`src/rtl/csm_port_master_if.sv`:
```
// csm_port_master_if: processor request/response and manager port bundle.
// master = the sequencer, slave = processor plus manager side.
interface csm_port_master_if #(
  parameter int DATABITS  = 8,
  parameter int MEMSIZE   = 8,
  parameter int MAX_RETRY = 3,
  parameter int ADDRBITS  = $clog2(MEMSIZE),
  parameter int RETBITS   = $clog2(MAX_RETRY + 1)
);
  logic                req_valid;
  logic                req_ready;
  logic [1:0]          req_op;
  logic [ADDRBITS-1:0] req_addr;
  logic [DATABITS-1:0] req_wdata;
  logic                rsp_valid;
  logic [DATABITS-1:0] rsp_rdata;
  logic [1:0]          rsp_err;
  logic [RETBITS-1:0]  rsp_retries;
  logic                held;
  logic [DATABITS-1:0] csm_ad;
  logic                csm_rw;
  logic                csm_enable;
  logic                csm_hold;
  logic                csm_release;
  logic [DATABITS-1:0] csm_out_data;
  logic [1:0]          csm_err;
  logic                csm_ack;

  modport master (
    input  req_valid, req_op, req_addr, req_wdata,
    input  csm_out_data, csm_err, csm_ack,
    output req_ready, rsp_valid, rsp_rdata,
    output rsp_err, rsp_retries, held,
    output csm_ad, csm_rw, csm_enable,
    output csm_hold, csm_release
  );

  modport slave (
    output req_valid, req_op, req_addr, req_wdata,
    output csm_out_data, csm_err, csm_ack,
    input  req_ready, rsp_valid, rsp_rdata,
    input  rsp_err, rsp_retries, held,
    input  csm_ad, csm_rw, csm_enable,
    input  csm_hold, csm_release
  );
endinterface

```
`src/rtl/csm_port_master.sv`:
```
// csm_port_master: sequences processor requests onto one manager port,
// retrying refused attempts after a fixed backoff.
module csm_port_master #(
  parameter int DATABITS  = 8,
  parameter int MEMSIZE   = 8,
  parameter int MAX_RETRY = 3,
  parameter int BACKOFF   = 2
) (
  input  logic clk,
  input  logic reset_n,
  csm_port_master_if.master bus
);
  localparam int ADDRBITS = $clog2(MEMSIZE);
  localparam int RETBITS  = $clog2(MAX_RETRY + 1);
  localparam int BOBITS   = $clog2(BACKOFF + 1);

  localparam logic [1:0] OP_RD  = 2'b00;
  localparam logic [1:0] OP_WR  = 2'b01;
  localparam logic [1:0] OP_HLD = 2'b10;
  localparam logic [1:0] OP_REL = 2'b11;

  typedef enum logic [2:0] {
    S_IDLE, S_ADDR, S_DATA, S_CTRL, S_BOFF, S_RESP
  } state_t;

  state_t              r_state;
  state_t              w_next;
  logic [1:0]          r_op;
  logic [ADDRBITS-1:0] r_addr;
  logic [DATABITS-1:0] r_wdata;
  logic [RETBITS-1:0]  r_retry;
  logic [BOBITS-1:0]   r_bo;
  logic                r_held;
  logic [DATABITS-1:0] r_rsp_rdata;
  logic [1:0]          r_rsp_err;
  logic [RETBITS-1:0]  r_rsp_retries;

  logic w_ok;
  logic w_can_retry;
  logic w_skip;
  logic w_bo_done;

  assign w_ok        = (bus.csm_err == 2'b00) && bus.csm_ack;
  assign w_can_retry = r_retry < RETBITS'(MAX_RETRY);
  assign w_skip      = (r_op == OP_REL) && !r_held;
  assign w_bo_done   = r_bo == BOBITS'(BACKOFF - 1);

  // state register
  always_ff @(posedge clk or negedge reset_n) begin
    if (!reset_n) r_state <= S_IDLE;
    else          r_state <= w_next;
  end

  // next-state decode
  always_comb begin
    w_next = r_state;
    unique case (r_state)
      S_IDLE: begin
        if (bus.req_valid)
          w_next = bus.req_op[1] ? S_CTRL : S_ADDR;
      end
      S_ADDR: begin
        if (w_ok)             w_next = S_DATA;
        else if (w_can_retry) w_next = S_BOFF;
        else                  w_next = S_RESP;
      end
      S_DATA: w_next = S_RESP;
      S_CTRL: begin
        if (w_skip || w_ok)   w_next = S_RESP;
        else if (w_can_retry) w_next = S_BOFF;
        else                  w_next = S_RESP;
      end
      S_BOFF: begin
        if (w_bo_done)
          w_next = r_op[1] ? S_CTRL : S_ADDR;
      end
      S_RESP:  w_next = S_IDLE;
      default: w_next = S_IDLE;
    endcase
  end

  // request latch, retry/backoff counters, lock flag, response registers
  always_ff @(posedge clk or negedge reset_n) begin
    if (!reset_n) begin
      r_op          <= '0;
      r_addr        <= '0;
      r_wdata       <= '0;
      r_retry       <= '0;
      r_bo          <= '0;
      r_held        <= 1'b0;
      r_rsp_rdata   <= '0;
      r_rsp_err     <= '0;
      r_rsp_retries <= '0;
    end else begin
      unique case (r_state)
        S_IDLE: begin
          if (bus.req_valid) begin
            r_op    <= bus.req_op;
            r_addr  <= bus.req_addr;
            r_wdata <= bus.req_wdata;
            r_retry <= '0;
          end
        end
        S_ADDR, S_CTRL: begin
          if (r_state == S_CTRL && w_skip) begin
            r_rsp_err     <= 2'b01;
            r_rsp_retries <= '0;
            r_rsp_rdata   <= '0;
          end else if (w_ok) begin
            if (r_state == S_CTRL) begin
              r_held        <= (r_op == OP_HLD);
              r_rsp_err     <= 2'b00;
              r_rsp_retries <= r_retry;
              r_rsp_rdata   <= '0;
            end
          end else if (w_can_retry) begin
            r_retry <= r_retry + RETBITS'(1);
            r_bo    <= '0;
          end else begin
            r_rsp_err     <= bus.csm_err;
            r_rsp_retries <= r_retry;
            r_rsp_rdata   <= '0;
          end
        end
        S_DATA: begin
          r_rsp_err     <= 2'b00;
          r_rsp_retries <= r_retry;
          r_rsp_rdata   <= (r_op == OP_RD) ? bus.csm_out_data : '0;
        end
        S_BOFF:  r_bo <= r_bo + BOBITS'(1);
        default: ;
      endcase
    end
  end

  // port drive and handshake outputs from the current state
  always_comb begin
    bus.req_ready   = (r_state == S_IDLE) && reset_n;
    bus.rsp_valid   = 1'b0;
    bus.csm_ad      = '0;
    bus.csm_rw      = 1'b0;
    bus.csm_enable  = 1'b0;
    bus.csm_hold    = r_held;
    bus.csm_release = 1'b0;
    unique case (r_state)
      S_ADDR: begin
        bus.csm_enable = 1'b1;
        bus.csm_rw     = (r_op == OP_WR);
        bus.csm_ad     = DATABITS'(r_addr);
      end
      S_DATA: begin
        bus.csm_rw = (r_op == OP_WR);
        bus.csm_ad = (r_op == OP_WR) ? r_wdata : '0;
      end
      S_CTRL: begin
        if (r_op == OP_HLD) begin
          bus.csm_hold = 1'b1;
        end else if (r_held) begin
          bus.csm_hold    = 1'b0;
          bus.csm_release = 1'b1;
        end
      end
      S_RESP:  bus.rsp_valid = 1'b1;
      default: ;
    endcase
  end

  assign bus.rsp_rdata   = r_rsp_rdata;
  assign bus.rsp_err     = r_rsp_err;
  assign bus.rsp_retries = r_rsp_retries;
  assign bus.held        = r_held;

endmodule

```
`src/flat_wrapper.sv`:
```
// flat-port wrapper written by rule: the top's interface ports become plain ports
module csm_port_master_flat 
#(
  parameter int DATABITS  = 8,
  parameter int MEMSIZE   = 8,
  parameter int MAX_RETRY = 3,
  parameter int BACKOFF   = 2
)
  (clk, reset_n, bus_req_valid, bus_req_op, bus_req_addr, bus_req_wdata, bus_csm_out_data, bus_csm_err, bus_csm_ack, bus_req_ready, bus_rsp_valid, bus_rsp_rdata, bus_rsp_err, bus_rsp_retries, bus_held, bus_csm_ad, bus_csm_rw, bus_csm_enable, bus_csm_hold, bus_csm_release);
  csm_port_master_if #(.DATABITS(DATABITS), .MEMSIZE(MEMSIZE), .MAX_RETRY(MAX_RETRY)) bus_i ();
  input  logic clk;
  input  logic reset_n;
  input wire logic [$bits(bus_i.req_valid)-1:0] bus_req_valid;
  input wire logic [$bits(bus_i.req_op)-1:0] bus_req_op;
  input wire logic [$bits(bus_i.req_addr)-1:0] bus_req_addr;
  input wire logic [$bits(bus_i.req_wdata)-1:0] bus_req_wdata;
  input wire logic [$bits(bus_i.csm_out_data)-1:0] bus_csm_out_data;
  input wire logic [$bits(bus_i.csm_err)-1:0] bus_csm_err;
  input wire logic [$bits(bus_i.csm_ack)-1:0] bus_csm_ack;
  output wire logic [$bits(bus_i.req_ready)-1:0] bus_req_ready;
  output wire logic [$bits(bus_i.rsp_valid)-1:0] bus_rsp_valid;
  output wire logic [$bits(bus_i.rsp_rdata)-1:0] bus_rsp_rdata;
  output wire logic [$bits(bus_i.rsp_err)-1:0] bus_rsp_err;
  output wire logic [$bits(bus_i.rsp_retries)-1:0] bus_rsp_retries;
  output wire logic [$bits(bus_i.held)-1:0] bus_held;
  output wire logic [$bits(bus_i.csm_ad)-1:0] bus_csm_ad;
  output wire logic [$bits(bus_i.csm_rw)-1:0] bus_csm_rw;
  output wire logic [$bits(bus_i.csm_enable)-1:0] bus_csm_enable;
  output wire logic [$bits(bus_i.csm_hold)-1:0] bus_csm_hold;
  output wire logic [$bits(bus_i.csm_release)-1:0] bus_csm_release;
  assign bus_i.req_valid = bus_req_valid;
  assign bus_i.req_op = bus_req_op;
  assign bus_i.req_addr = bus_req_addr;
  assign bus_i.req_wdata = bus_req_wdata;
  assign bus_i.csm_out_data = bus_csm_out_data;
  assign bus_i.csm_err = bus_csm_err;
  assign bus_i.csm_ack = bus_csm_ack;
  assign bus_req_ready = bus_i.req_ready;
  assign bus_rsp_valid = bus_i.rsp_valid;
  assign bus_rsp_rdata = bus_i.rsp_rdata;
  assign bus_rsp_err = bus_i.rsp_err;
  assign bus_rsp_retries = bus_i.rsp_retries;
  assign bus_held = bus_i.held;
  assign bus_csm_ad = bus_i.csm_ad;
  assign bus_csm_rw = bus_i.csm_rw;
  assign bus_csm_enable = bus_i.csm_enable;
  assign bus_csm_hold = bus_i.csm_hold;
  assign bus_csm_release = bus_i.csm_release;
  csm_port_master #(.DATABITS(DATABITS), .MEMSIZE(MEMSIZE), .MAX_RETRY(MAX_RETRY), .BACKOFF(BACKOFF)) u_core (.clk(clk), .reset_n(reset_n), .bus(bus_i));
endmodule
```
`config.mk`:
```
export PLATFORM = sky130hd
export DESIGN_NAME = csm_port_master_flat
export DESIGN_NICKNAME = d
export VERILOG_FILES = /design/src/rtl/csm_port_master_if.sv /design/src/rtl/csm_port_master.sv /design/src/flat_wrapper.sv
export SDC_FILE = /design/constraint.sdc
export NUM_CORES = 1
export LEC_CHECK = 0
export CORE_AREA = 2 2 66 68
export DETAILED_ROUTE_END_ITERATION = 6
export DIE_AREA = 0 0 68 70
export PLACE_DENSITY = 0.81
export SLEW_MARGIN = 20
export SYNTH_ARGS = -nofsm -noshare
export SYNTH_HDL_FRONTEND = slang
export SYNTH_SLANG_ARGS = --single-unit
```
`constraint.sdc`:
```
create_clock -name clk -period 1.8 [get_ports clk]
set_input_delay 0.54 -clock clk [delete_from_list [all_inputs] [get_ports clk]]
set_output_delay 0.54 -clock clk [all_outputs]
set_load 0.02 [all_outputs]
```
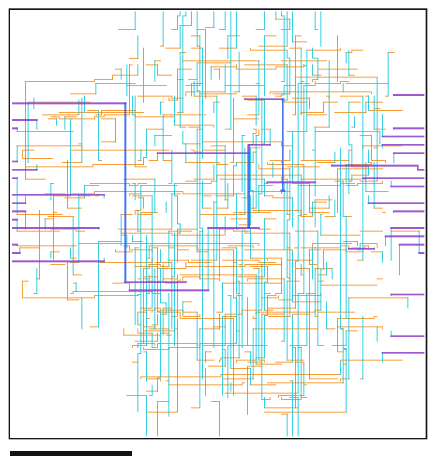
(run_1/wires.png)
Scale bar: 20 µm.
Key: orange = metal 1 [wire length 1680 µm]; purple = metal 3 [wire length 254 µm]; blue = metal 4 [wire length 56.4 µm]; cyan = metal 2 [wire length 2040 µm]

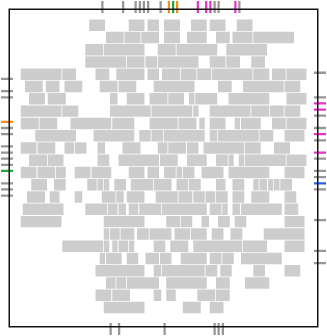
(run_1/io_placement.png)
Pins as bars across the die edge, other pins in grey.
Key: green = bus_req_op [pins 2, direction input, edge 1 top, 1 left]; orange = bus_req_addr [pins 3, direction input, edge 2 top, 1 left]; blue = bus_held [pins 1, direction output, edge right]; magenta = bus_csm_out_data [pins 8, direction input, edge 4 top, 4 right]
All pins by edge: 17 top, 17 right, 14 left, 6 bottom.
die span in y: 70 µm
die width: 68 µm

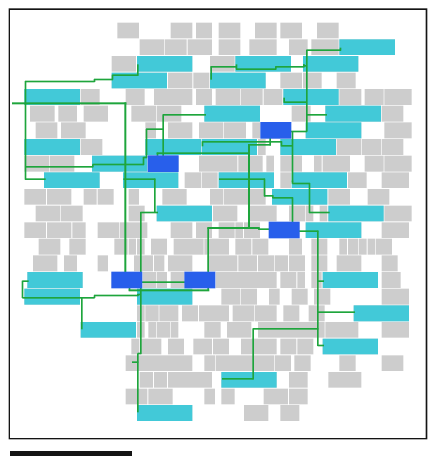
(run_1/clk_routes.png)
Scale bar: 20 µm.
Key: cyan = flip-flops [count 33]; green = clock wires [length 453 µm]; blue = clock drivers [count 5]
Position of the flops: all over the die. There are 6 routed clock nets.
clock share of power: 0.193
clk ins delay skew pair: 0.28 ns

==> out/metrics.yaml, run 1 <==
cp_num_buf_inv: 3
crit_top_cell: "buf_6"
clockRootBuffer: "clkbuf_8"
drt-initial-drc-count: 42
routed_wl_um: 4040
total_power_mw: 4.29
synth_warnings: 0
seq-power_mw: 1.23
grtUsageMet2: 0.297
post-dp-hpwl_um: 2770
cts-resized-gates: 92
top_cells_by_count: "dfrtp_1, mux2_2, a22o_1"
io_buffers: 53
cp_slowest_cell: "dfrtp_1"
comb_cells: 92
reg2reg_from: "u_core.r_op[0]$_DFFE_PN0P_"
final-instance-count-excl-fill: 278
wl_met1_um: 1680
status: "complete, but fails checks"
maxSlewViolCount: 0
most_common_cell: "dfrtp_1"
synthSimpleGateAreaFrac: 0.145
area_leaders: "dfrtp_1, mux2_2, a22o_1"
rr_worst_depth: 6
fin_tns_setup_ns: -2.97
synth_nets: 166
synth_cells: 137
comb_share: 0.303
powerDensity_nw_per_um2: 1590
diodes: 0
combPwrFrac: 0.520
clock-sinks: 33
violations: "negative setup slack"
grt_usage: 0.186
synthDistinctLibCells: 35
mux_area_frac: 0.144
timing.final.ws_setup_ns: -0.352
setup_viol: 14
syn_avg_cell_area_um2: 11.7
==> run_1/flops_by_reg.png <==
Other sequential cells in the stronger grey, the rest of the logic in the fainter grey.
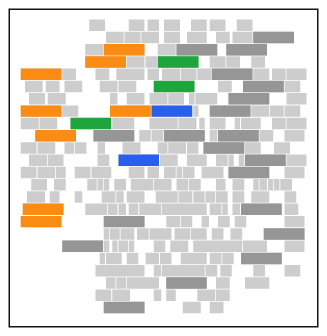

==> run 1 -> run 2 <==
--- a/config.mk
+++ b/config.mk
@@ -5,10 +5,10 @@
 export SDC_FILE = /design/constraint.sdc
 export NUM_CORES = 1
 export LEC_CHECK = 0
-export CORE_AREA = 2 2 66 68
+export CORE_AREA = 2 2 63 65
 export DETAILED_ROUTE_END_ITERATION = 6
-export DIE_AREA = 0 0 68 70
-export PLACE_DENSITY = 0.81
+export DIE_AREA = 0 0 65 67
+export PLACE_DENSITY = 0.84
 export SLEW_MARGIN = 20
 export SYNTH_ARGS = -nofsm -noshare
 export SYNTH_HDL_FRONTEND = slang
==> constraint.sdc (replaced) <==
create_clock -name clk -period 2.23 [get_ports clk]
set_input_delay 0.669 -clock clk [delete_from_list [all_inputs] [get_ports clk]]
set_output_delay 0.669 -clock clk [all_outputs]
set_load 0.02 [all_outputs]
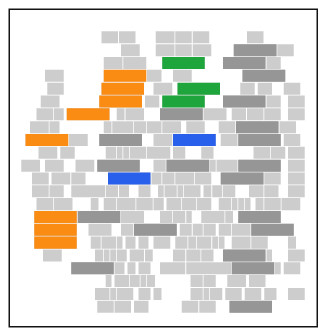
(run_2/flops_by_reg.png)
Other sequential cells in the stronger grey, the rest of the logic in the fainter grey.
Key: orange = u_core.r_wdata [placed flops 8]; green = u_core.r_addr [placed flops 3]; blue = u_core.r_op [placed flops 2]
Another 20 sequential cells are not coloured.

==> run 2 against run 1 <==
  * The flow still finishes with violations (negative setup slack)
  * Register-to-register slack improved by 0.46 ns
  * Routed wire length fell by 5.0%
  * Clock power fell by 48%
  * Synthesized cell count did not move
  * Non-clock buffer count fell by 11
  * Core utilization rose by 3.1 points
  * Critical endpoint is now bus_csm_ad[1]
  * Largest cell class is now sequential cells
  * Largest power group unchanged
==> out/metrics.yaml, run 2 <==
comb_share: 0.302
fin_tns_setup_ns: -0.202
die_y_um: 67
total_power_mw: 3.00
status: "complete, but fails checks"
synthSimpleGateAreaFrac: 0.145
synth_cells: 137
area_leaders: "dfrtp_1, mux2_2, a22o_1"
routed_wl_um: 3840
syn_avg_cell_area_um2: 11.7
synth_nets: 166
diodes: 0
final-instance-count-excl-fill: 263
top_cells_by_count: "dfrtp_1, mux2_2, a22o_1"
setup_viol: 5
violations: "negative setup slack"
rr_worst_depth: 5
io_buffers: 53
cp_num_buf_inv: 3
timing.final.ws_setup_ns: -0.0477
drt-initial-drc-count: 83
powerDensity_nw_per_um2: 1220
maxSlewViolCount: 0
worstSkewPairLatency_ns: 0.28
combPwrFrac: 0.524
comb_cells: 92
grt_usage: 0.195
clock-sinks: 33
synth_warnings: 0
power.share.clock: 0.143
post-dp-hpwl_um: 2890
Power and IR drop assume default switching activity.
